[src/rtl/freeahb_ui_ahb_master.sv]
// Single-transfer AHB 2.0 master behind the FreeAHB-style user interface.
// Issues one NONSEQ/SINGLE per request and re-issues on RETRY/SPLIT up to MAX_RETRY times.
module freeahb_ui_ahb_master #(
   parameter int MAX_RETRY = 8
) (
   input  logic        clk,
   input  logic        resetn,
   input  logic        freeahb_read,
   input  logic        freeahb_write,
   input  logic        freeahb_valid,
   input  logic [31:0] freeahb_addr,
   input  logic [2:0]  freeahb_size,
   input  logic [31:0] freeahb_wdata,
   input  logic [3:0]  freeahb_prot,
   input  logic        freeahb_lock,
   input  logic [31:0] freeahb_min_len,
   input  logic        freeahb_cont,
   output logic        freeahb_next,
   output logic        freeahb_ready,
   output logic [31:0] freeahb_rdata,
   output logic [31:0] freeahb_result_addr,
   output logic        freeahb_err,
   input  logic        hgrant,
   input  logic        hready,
   input  logic [1:0]  hresp,
   input  logic [31:0] hrdata,
   output logic        hbusreq,
   output logic        hlock,
   output logic [1:0]  htrans,
   output logic [31:0] haddr,
   output logic        hwrite,
   output logic [2:0]  hsize,
   output logic [2:0]  hburst,
   output logic [3:0]  hprot,
   output logic [31:0] hwdata
);

   typedef enum logic [2:0] {
      S_IDLE,
      S_REQ,
      S_ADDR,
      S_DATA,
      S_RELEASE
   } state_t;

   localparam logic [1:0] TRANS_IDLE   = 2'b00;
   localparam logic [1:0] TRANS_NONSEQ = 2'b10;
   localparam logic [7:0] MAX_R        = 8'(MAX_RETRY);

   state_t      state;
   logic [31:0] addr_q;
   logic [2:0]  size_q;
   logic        write_q;
   logic [31:0] wdata_q;
   logic [3:0]  prot_q;
   logic        lock_q;
   logic        next_done;
   logic [7:0]  retry_cnt;

   logic unused_inputs;
   assign unused_inputs = &{1'b0, freeahb_valid, freeahb_min_len, freeahb_cont};

   assign hburst = 3'b000;

   // hresp[1] marks RETRY/SPLIT; next_done keeps a re-issued transfer from pulsing next twice.
   always_ff @(posedge clk or negedge resetn) begin
      if (!resetn) begin
         state               <= S_IDLE;
         addr_q              <= '0;
         size_q              <= '0;
         write_q             <= 1'b0;
         wdata_q             <= '0;
         prot_q              <= '0;
         lock_q              <= 1'b0;
         next_done           <= 1'b0;
         retry_cnt           <= '0;
         freeahb_next        <= 1'b0;
         freeahb_ready       <= 1'b0;
         freeahb_rdata       <= '0;
         freeahb_result_addr <= '0;
         freeahb_err         <= 1'b0;
         hbusreq             <= 1'b0;
         hlock               <= 1'b0;
         htrans              <= TRANS_IDLE;
         haddr               <= '0;
         hwrite              <= 1'b0;
         hsize               <= '0;
         hprot               <= '0;
         hwdata              <= '0;
      end else begin
         freeahb_next  <= 1'b0;
         freeahb_ready <= 1'b0;
         freeahb_err   <= 1'b0;
         case (state)
            S_IDLE: begin
               if (freeahb_read || freeahb_write) begin
                  addr_q    <= freeahb_addr;
                  size_q    <= freeahb_size;
                  write_q   <= ~freeahb_read;
                  wdata_q   <= freeahb_wdata;
                  prot_q    <= freeahb_prot;
                  lock_q    <= freeahb_lock;
                  hlock     <= freeahb_lock;
                  hbusreq   <= 1'b1;
                  next_done <= 1'b0;
                  state     <= S_REQ;
               end
            end
            S_REQ: begin
               if (hgrant && hready) begin
                  htrans <= TRANS_NONSEQ;
                  haddr  <= addr_q;
                  hwrite <= write_q;
                  hsize  <= size_q;
                  hprot  <= prot_q;
                  state  <= S_ADDR;
               end
            end
            S_ADDR: begin
               if (hready && hgrant) begin
                  htrans    <= TRANS_IDLE;
                  hwdata    <= wdata_q;
                  freeahb_next <= ~next_done;
                  next_done <= 1'b1;
                  if (!lock_q) begin
                     hbusreq <= 1'b0;
                  end
                  state <= S_DATA;
               end
            end
            S_DATA: begin
               htrans <= TRANS_IDLE;
               if (hready) begin
                  if (hresp[1] && (retry_cnt < MAX_R)) begin
                     retry_cnt <= retry_cnt + 8'd1;
                     hbusreq   <= 1'b1;
                     state     <= S_REQ;
                  end else begin
                     freeahb_result_addr <= addr_q;
                     freeahb_err         <= hresp[1] | hresp[0];
                     if (write_q) begin
                        freeahb_next <= 1'b1;
                     end else begin
                        freeahb_ready <= 1'b1;
                        freeahb_rdata <= (hresp == 2'b00) ? hrdata : 32'h0;
                     end
                     hbusreq   <= 1'b0;
                     hlock     <= 1'b0;
                     retry_cnt <= '0;
                     state     <= S_RELEASE;
                  end
               end
            end
            S_RELEASE: begin
               if (!freeahb_read && !freeahb_write) begin
                  state <= S_IDLE;
               end
            end
            default: state <= S_IDLE;
         endcase
      end
   end

endmodule
[config.mk]
export PLATFORM = sky130hd
export DESIGN_NAME = freeahb_ui_ahb_master
export DESIGN_NICKNAME = d
export VERILOG_FILES = /design/src/rtl/freeahb_ui_ahb_master.sv
export SDC_FILE = /design/constraint.sdc
export NUM_CORES = 1
export LEC_CHECK = 0
export CAP_MARGIN = 25
export CORE_MARGIN = 4
export CORE_UTILIZATION = 46
export DETAILED_ROUTE_END_ITERATION = 7
export PLACE_DENSITY = 0.8
export SYNTH_ARGS = -nofsm -noshare
export SYNTH_HDL_FRONTEND = slang
export SYNTH_SLANG_ARGS = --single-unit
[constraint.sdc]
create_clock -name clk -period 2.2 [get_ports clk]
set_input_delay 0.22 -clock clk [delete_from_list [all_inputs] [get_ports clk]]
set_output_delay 0.22 -clock clk [all_outputs]
set_load 0.1 [all_outputs]
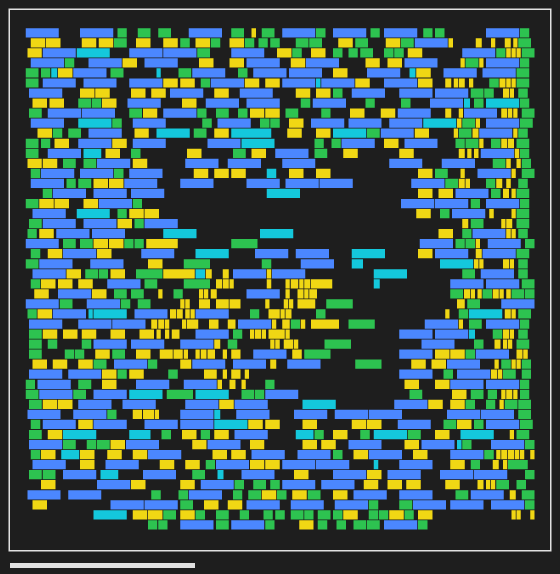
Figure 1: run 1, placed cells, one colour a class.
Scale bar: 50 um.
class	colour	cells	share of their area
clock drivers and dummy loads	cyan	46	6.8%
other buffers and delay cells	green	273	21%
flip-flops	blue	227	48%
all other logic	yellow	361	25%

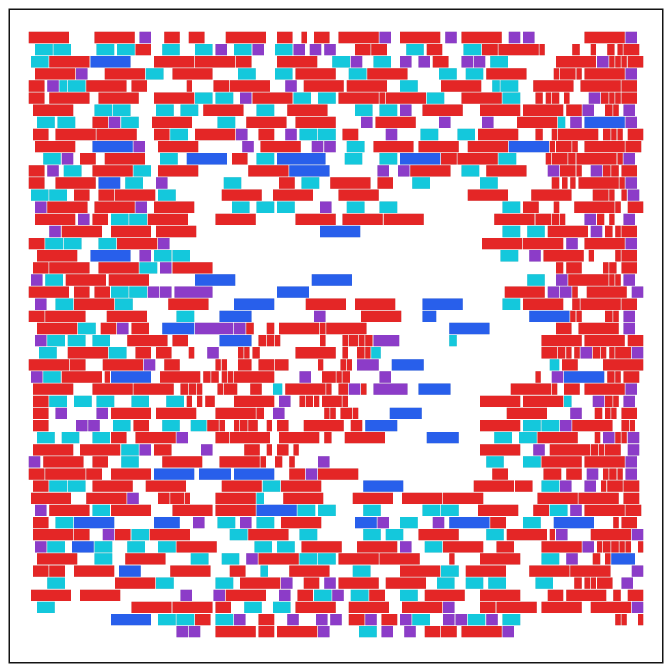
Figure 2: run 1, cells by drive strength.
size	colour	cells	share
drive 3 to 4	purple	158	17%
drive 1 or less	red	525	58%
drive 2	cyan	181	20%
drive 6 and up	blue	43	4.7%

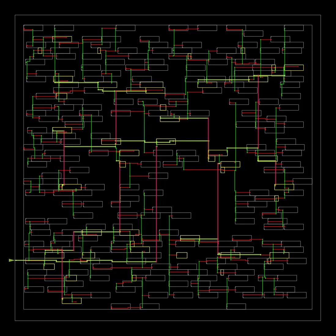
Figure 3: run 1, the clock network.
CTS Buf Count: 25
number of sinks driven by the clock tree: 227

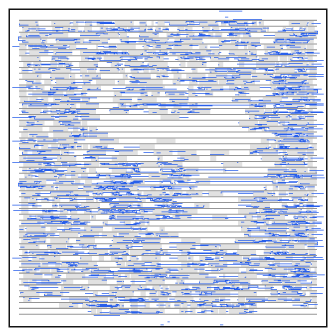
Figure 4: run 1, signal wires on met1.
Supply wires on this layer in grey. Cells faint in the background.
wire length on this layer	7720 um
longest straight run	45.5 um
nets with wire on the layer	851
share of all routed wire	40%
met1 Use GR: 22.1%
total wire length: 19400 um
via count: 5700

==> out/summary.json, run 1 <==
{
  "outcome": "finished clean",
  "arrival_ps": 2230,
  "timing.max_cap.violations": 0,
  "place_congestion": 0.791,
  "crit_path_end_kind": "register",
  "routed.top_layer": "met4",
  "rsz_0062_raised_after_global_routing": "no",
  "crit-reg2reg-launch": "retry_cnt[5]",
  "timing.critical_path.fanout_max": 65,
  "route.detailed.drc": 0,
  "regToRegSetupSlack_ps": 330,
  "clock_latency_ps": 510,
  "ranking_of_synthesized_cells_by_instance_count": "227 x sky130_fd_sc_hd__dfrtp_1, 170 x sky130_fd_sc_hd__mux2_2, 78 x sky130_fd_sc_hd__nand2_1, 36 x sky130_fd_sc_hd__o21ai_0, 16 x sky130_fd_sc_hd__nor2_1",
  "fmax_ghz": 0.536,
  "yosys.stat.seqShare_pct": 64.6,
  "clk_pin_slew_ps": 60,
  "drt_iter0_markers": 206,
  "final.setup.tns_ps": 0,
  "yosys_most_used_dff": "sky130_fd_sc_hd__dfrtp_1",
  "synth.avg_cell_area_um2": 14.1,
  "worst_clock_skew_ps": 10.4,
  "critical_path_required_ps": 2560,
  "enable_flop_cells": 0,
  "post-place-ws_ps": 32.1,
  "yosysChipArea_um2": 8790,
  "slowest_stage": "sky130_fd_sc_hd__or4b_4",
  "ys_top_logic_family": "multiplexers",
  "groute.layer.met3.usage_pct": 7.70,
  "final_period_minus_worst_setup_slack_ps": 1870,
  "post_cts.repair.setup_buffers": 0,
  "floorplan.rows": 50,
  "worst_setup_path_start_kind": "register",
  "drt.antenna.violating_nets": 0,
  "top_area_cell": "sky130_fd_sc_hd__dfrtp_1",
  "design.core.area_um2": 18800,
  "simple_gate_share_pct": 5.56,
  "clock_tree.root_cell": "sky130_fd_sc_hd__clkbuf_16",
  "mappedNetlistArea_um2": 8790,
  "crit_path_cell_trace": "or4b_4 -> buf_4 -> o211ai_4 -> buf_12 -> o21ai_0",
  "wl_met3_um": 2010,
  "fin_util_pct": 64.7,
  "grt.total_usage_pct": 18.1,
  "post_synthesis_share_of_cell_area_spent_on_full_adders_half_adders_and_majority_gates_pct": 0.142,
  "die_ar_um2": 21400,
  "tritoncts": "yes",
  "timing.setup.critical_path_class": "reg -> reg",
  "total_number_of_nets_in_the_final_design": 1035,
  "die-width_um": 146,
  "log.warning_count": 60,
  "drt-pass1-iter-count": 4,
  "grt_max_degree": 66,
  "num_antenna_cells": 0,
  "detailroute.wirelength.met2_um": 9350,
  "hold_path.class": "in -> async",
  "met2_usage_pct": 30.4,
  "wire_length_of_the_first_global_routing_pass_um": 32000,
  "critical_path.max_stage_delay_ps": 570,
  "area_growth_syn_to_layout_pct": 38.2,
  "layout-drive-gt1-share_pct": 42.1,
  "layout_top_cell": "sky130_fd_sc_hd__dfrtp_1",
  "crit_buf_inv": 2,
  "critPathTopFamily": "simple AND/OR/NAND/NOR gates",
  "crit_cells": 5,
  "worstReg2RegEnd": "freeahb_rdata[2]",
  "cts_repair_resize_count": 0,
  "area_fraction_in_xor_and_xnor_cells_pct": 0,
  "final_critical_path_setup_slack_ps": 335,
  "floorplan.die.height_um": 146,
  "routedLengthMet1_um": 7720,
  "whs_ps": 228,
  "place.detailed.hpwl_um": 13700,
  "yosysWarnings": 0,
  "synth_flops": 227,
  "reg2regPathDepth": 5,
  "final_cycle_share_pct": 84.8,
  "synth.area.top_cells": "sky130_fd_sc_hd__dfrtp_1 65%, sky130_fd_sc_hd__mux2_2 22%, sky130_fd_sc_hd__nand2_1 3.3%",
  "number_of_cells_in_the_yosys_synthesis_report": 623,
  "fillerInstances": 1448,
  "lay_top_cells": "227 x sky130_fd_sc_hd__dfrtp_1, 170 x sky130_fd_sc_hd__mux2_2, 151 x sky130_fd_sc_hd__buf_4",
  "post_drt_wl_per_cell_um": 17.0,
  "grt_pass1_vias": 6172,
  "io_buffers": 253,
  "asyncSetResetFlopFracSynth_pct": 100,
  "synth-compound-area-share_pct": 3.96,
  "num_io_pins": 292,
  "clock_tree.buffer_depth": 3,
  "slew_viol_final": 0,
  "yosysMostFrequentCell": "sky130_fd_sc_hd__dfrtp_1",
  "yosys-mux-area-fraction_pct": 22.5,
  "setup_viol": 0,
  "syn-instance-count": 623,
  "timing.critical_path.from": "retry_cnt[5]",
  "worstSetupEndpoint": "freeahb_rdata[2]",
  "route.detailed.vias_per_inst": 5.00,
  "grt-busiest-layer": "met2",
  "share_of_the_synthesized_area_in_the_top_cell_type_pct": 64.6,
  "yosys.cell_types.count": 36,
  "finalHoldViolations": 0,
  "floorplan.initialDensity_pct": 46.8,
  "postCtsHoldBufs": 1,
  "htree_num_levels": 1,
  "initial_antenna_violation_count": 0,
  "global_route.overflow_total": 0
}
## run 1: area by class of cell
cell class | instances | area [um^2] | share of cell area, %
inverter | 11 | 41.3 | 0.340
sequential | 227 | 5680 | 46.8
multi-input combinational | 350 | 2870 | 23.6
tap | 234 | 293 | 2.41
timing repair buffer | 273 | 2460 | 20.2
clock buffer | 34 | 699 | 5.76
clock inverter | 12 | 105 | 0.865
## run 1: through the flow
step                      cells  area [um^2]
final                      1141        12100
after global routing       1141        12100
after CTS                  1141        12100
after detailed placement   1094        11300
after global placement     1094        11300
after floorplan             626         8800
==> run 2: changes to the inputs <==
- clock period: 2.2 -> 1.8 ns (I/O delays scaled with it)
==> run 2 against run 1 <==
Against the previous run:
- largest cell class unchanged
- critical path depth up 2
- worst hold slack lost 11 ps
- the flow now finishes with violations (negative setup slack)
- core utilization is 3.9 points higher
- sequential share of layout area decreased by 2.7 points
- setup slack worse by 380 ps
- non-clock buffer count increased by 28
- die size unchanged
- global-route usage rose by 0.54 points
==> out/summary.json, run 2 <==
{
  "final_period_minus_worst_setup_slack": {"value": 1850, "unit": "ps", "change": "-18.3 ps"},
  "yosys_most_used_dff": "sky130_fd_sc_hd__dfrtp_1",
  "yosysWarnings": {"value": 0, "change": "unchanged"},
  "worst_setup_path_start_kind": "register",
  "synth.area.top_cells": "sky130_fd_sc_hd__dfrtp_1 65%, sky130_fd_sc_hd__mux2_2 22%, sky130_fd_sc_hd__nand2_1 3.3%",
  "total_number_of_nets_in_the_final_design": {"value": 1062, "change": "+2.6%"},
  "area_fraction_in_xor_and_xnor_cells": {"value": 0, "unit": "%", "change": "unchanged"},
  "fillerInstances": {"value": 1314, "change": "-9.3%"},
  "cts_repair_resize_count": {"value": 11, "change": "+11"},
  "timing.critical_path.from": "retry_cnt[3]",
  "yosys.stat.seqShare": {"value": 64.6, "unit": "%", "change": "unchanged"},
  "grt_max_degree": {"value": 66, "change": "unchanged"},
  "timing.critical_path.fanout_max": {"value": 8, "change": "-88%"},
  "enable_flop_cells": {"value": 0, "change": "unchanged"},
  "clock_sink_count": {"value": 227, "change": "unchanged"},
  "final.setup.tns": {"value": -688, "unit": "ps", "change": "-688 ps"},
  "mi_logic_area": {"value": 3020, "unit": "um^2", "change": "+5.3%"},
  "violations": "negative setup slack",
  "asyncSetResetFlopFracSynth": {"value": 100, "unit": "%", "change": "unchanged"},
  "arrival": {"value": 2270, "unit": "ps", "change": "+40 ps"},
  "rsz_0062_raised_after_global_routing": "yes",
  "detailroute.via_count": {"value": 5969, "change": "+4.7%"},
  "finalHoldViolations": {"value": 0, "change": "unchanged"},
  "drt_iter0_markers": {"value": 218, "change": "+5.8%"},
  "met2_usage": {"value": 31.7, "unit": "%", "change": "+1.3 points"},
  "share_of_the_synthesized_area_in_the_top_cell_type": {"value": 64.6, "unit": "%", "change": "unchanged"},
  "yosys-mux-area-fraction": {"value": 22.5, "unit": "%", "change": "unchanged"},
  "yosys.cell_types.count": {"value": 36, "change": "unchanged"},
  "routedLengthMet1": {"value": 8580, "unit": "um", "change": "+11%"},
  "clock_tree.root_cell": "sky130_fd_sc_hd__clkbuf_16",
  "syn-instance-count": {"value": 623, "change": "unchanged"},
  "worstReg2RegEnd": "freeahb_rdata[31]",
  "detailroute.wirelength.met2": {"value": 10700, "unit": "um", "change": "+15%"},
  "post_cts.repair.setup_buffers": {"value": 0, "change": "unchanged"},
  "postCtsHoldBufs": {"value": 1, "change": "unchanged"},
  "global_route.overflow_total": {"value": 0, "change": "unchanged"},
  "grt_pass1_vias": {"value": 6265, "change": "+1.5%"},
  "die_ar": {"value": 21400, "unit": "um^2", "change": "unchanged"},
  "synth_flops": {"value": 227, "change": "unchanged"},
  "timing.setup.critical_path_class": "reg -> reg",
  "initial_antenna_violation_count": {"value": 0, "change": "unchanged"},
  "timing.max_cap.violations": {"value": 0, "change": "unchanged"},
  "crit-reg2reg-launch": "retry_cnt[3]",
  "grt-busiest-layer": "met2",
  "place_congestion": {"value": 0.776, "change": "-2.0%"},
  "outcome": "complete, but fails checks",
  "grt_use_met1": {"value": 22.8, "unit": "%", "change": "+0.68 points"},
  "top_area_cell": "sky130_fd_sc_hd__dfrtp_1",
  "slew_viol_final": {"value": 0, "change": "unchanged"},
  "yosysMostFrequentCell": "sky130_fd_sc_hd__dfrtp_1",
  "wire_length_of_the_first_global_routing_pass": {"value": 32900, "unit": "um", "change": "+2.8%"},
  "log.warning_count": {"value": 63, "change": "+5.0%"},
  "post_synthesis_share_of_cell_area_spent_on_full_adders_half_adders_and_majority_gates": {"value": 0.142, "unit": "%", "change": "unchanged"},
  "synth-compound-area-share": {"value": 3.96, "unit": "%", "change": "unchanged"},
  "reg2regPathDepth": {"value": 7, "change": "+2"},
  "final_cycle_share": {"value": 103, "unit": "%", "change": "+18 points"},
  "regArea": {"value": 5680, "unit": "um^2", "change": "about the same"},
  "regToRegSetupSlack": {"value": -50, "unit": "ps", "change": "-380 ps"},
  "drt.antenna.violating_nets": {"value": 0, "change": "unchanged"},
  "lay_top_cells": "226 x sky130_fd_sc_hd__dfrtp_1, 162 x sky130_fd_sc_hd__buf_4, 157 x sky130_fd_sc_hd__mux2_2",
  "crit_cells": {"value": 7, "change": "+2"},
  "crit_buf_inv": {"value": 3, "change": "+1"},
  "crit_path_cell_trace": "or4b_4 -> buf_6 -> o211ai_4 -> buf_12 -> clkbuf_16 -> nand2_2 -> o21ai_1",
  "synth.avg_cell_area": {"value": 14.1, "unit": "um^2", "change": "unchanged"},
  "hold_path.class": "in -> reg",
  "post_drt_wl_per_cell": {"value": 18.6, "unit": "um", "change": "+9.4%"},
  "groute.layer.met3.usage": {"value": 7.39, "unit": "%", "change": "-0.31 points"},
  "crit_path_end_kind": "register",
  "layout-drive-gt1-share": {"value": 47.1, "unit": "%", "change": "+4.9 points"},
  "floorplan.die.height": {"value": 146, "unit": "um", "change": "unchanged"},
  "clock_tree.buffer_depth": {"value": 3, "change": "unchanged"},
  "layout_top_cell": "sky130_fd_sc_hd__dfrtp_1",
  "routed.top_layer": "met4",
  "wl_met3": {"value": 2100, "unit": "um", "change": "+4.4%"},
  "num_io_pins": {"value": 292, "change": "unchanged"},
  "whs": {"value": 217, "unit": "ps", "change": "-11.4 ps"},
  "slowest_stage": "sky130_fd_sc_hd__or4b_4",
  "clk_pin_slew": {"value": 60, "unit": "ps", "change": "about the same"},
  "critical_path.max_stage_delay": {"value": 560, "unit": "ps", "change": "about the same"},
  "final_critical_path_setup_slack": {"value": -46.8, "unit": "ps", "change": "-382 ps"},
  "ranking_of_synthesized_cells_by_instance_count": "227 x sky130_fd_sc_hd__dfrtp_1, 170 x sky130_fd_sc_hd__mux2_2, 78 x sky130_fd_sc_hd__nand2_1, 36 x sky130_fd_sc_hd__o21ai_0, 16 x sky130_fd_sc_hd__nor2_1",
  "critical_path_required": {"value": 2220, "unit": "ps", "change": "-340 ps"},
  "setup_viol": {"value": 41, "change": "+41"},
  "ys_top_logic_family": "multiplexers",
  "die-width": {"value": 146, "unit": "um", "change": "unchanged"},
  "route.detailed.drc": {"value": 0, "change": "unchanged"},
  "drt-pass1-iter-count": {"value": 4, "change": "unchanged"},
  "grt.total_usage": {"value": 18.6, "unit": "%", "change": "+0.54 points"},
  "floorplan.initialDensity": {"value": 46.8, "unit": "%", "change": "unchanged"},
  "num_antenna_cells": {"value": 0, "change": "unchanged"},
  "tritoncts": "yes",
  "io_buffers": {"value": 253, "change": "unchanged"}
}
==> run 2: cell counts after synthesis <==
Identical to the previous run, type by type.
==> run 2: final cells by class <==
class                           instances  area share, %
Tap cell                              234           2.27
Clock inverter                         16           2.59
Sequential cell                       227           44.1
Inverter                               11          0.320
Clock buffer                           28           5.17
Timing Repair Buffer                  301           22.1
Multi-Input combinational cell        350           23.5
==> run 2: stage by stage <==
stage | instances | util [%] | worst slack [ps] | instance area (um^2)
floorplan | 626 | - | -42.5 | 8810
global placement | 1112 | 61.5 | -278 | 11500
detailed placement | 1112 | 61.5 | -291 | 11500
CTS | 1157 | 66.9 | -36.5 | 12600
global route | 1167 | 68.7 | -108 | 12900
finish | 1167 | 68.7 | -46.8 | 12900
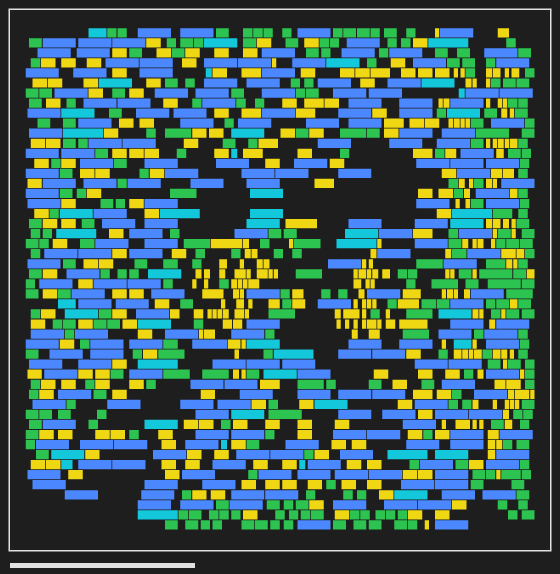
Figure 5: run 2, placed cells, one colour a class.
Scale bar: 50 um.
class	colour	cells	share of their area
flip-flops	blue	227	45%
clock drivers and dummy loads	cyan	44	7.9%
all other logic	yellow	361	24%
other buffers and delay cells	green	301	23%
final design utilization: 68.7%
Floorplan Core Area: 18800 um^2
sequential share of cell area: 44.1%
Core Rows: 50
final std cell area, no fill: 12900 um^2

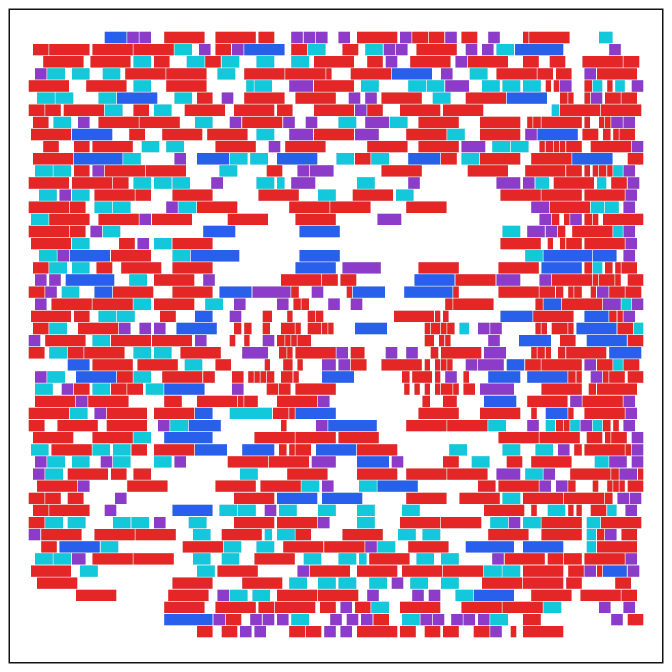
Figure 6: run 2, cells by drive strength.
growth of design area from synthesis to finish: 46.6%
Final Worst Setup Slack: -46.8 ps
buffer count excluding the clock tree in the final layout: 301

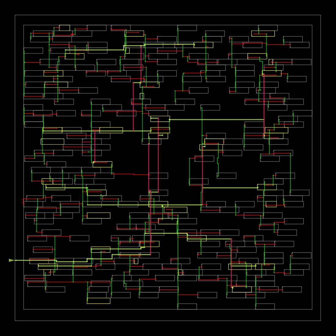
Figure 7: run 2, the clock network.
worst skew pair latency: 500 ps
Max Clock Skew: 7.22 ps
# clk buffers: 28
CTS Buf Count: 24

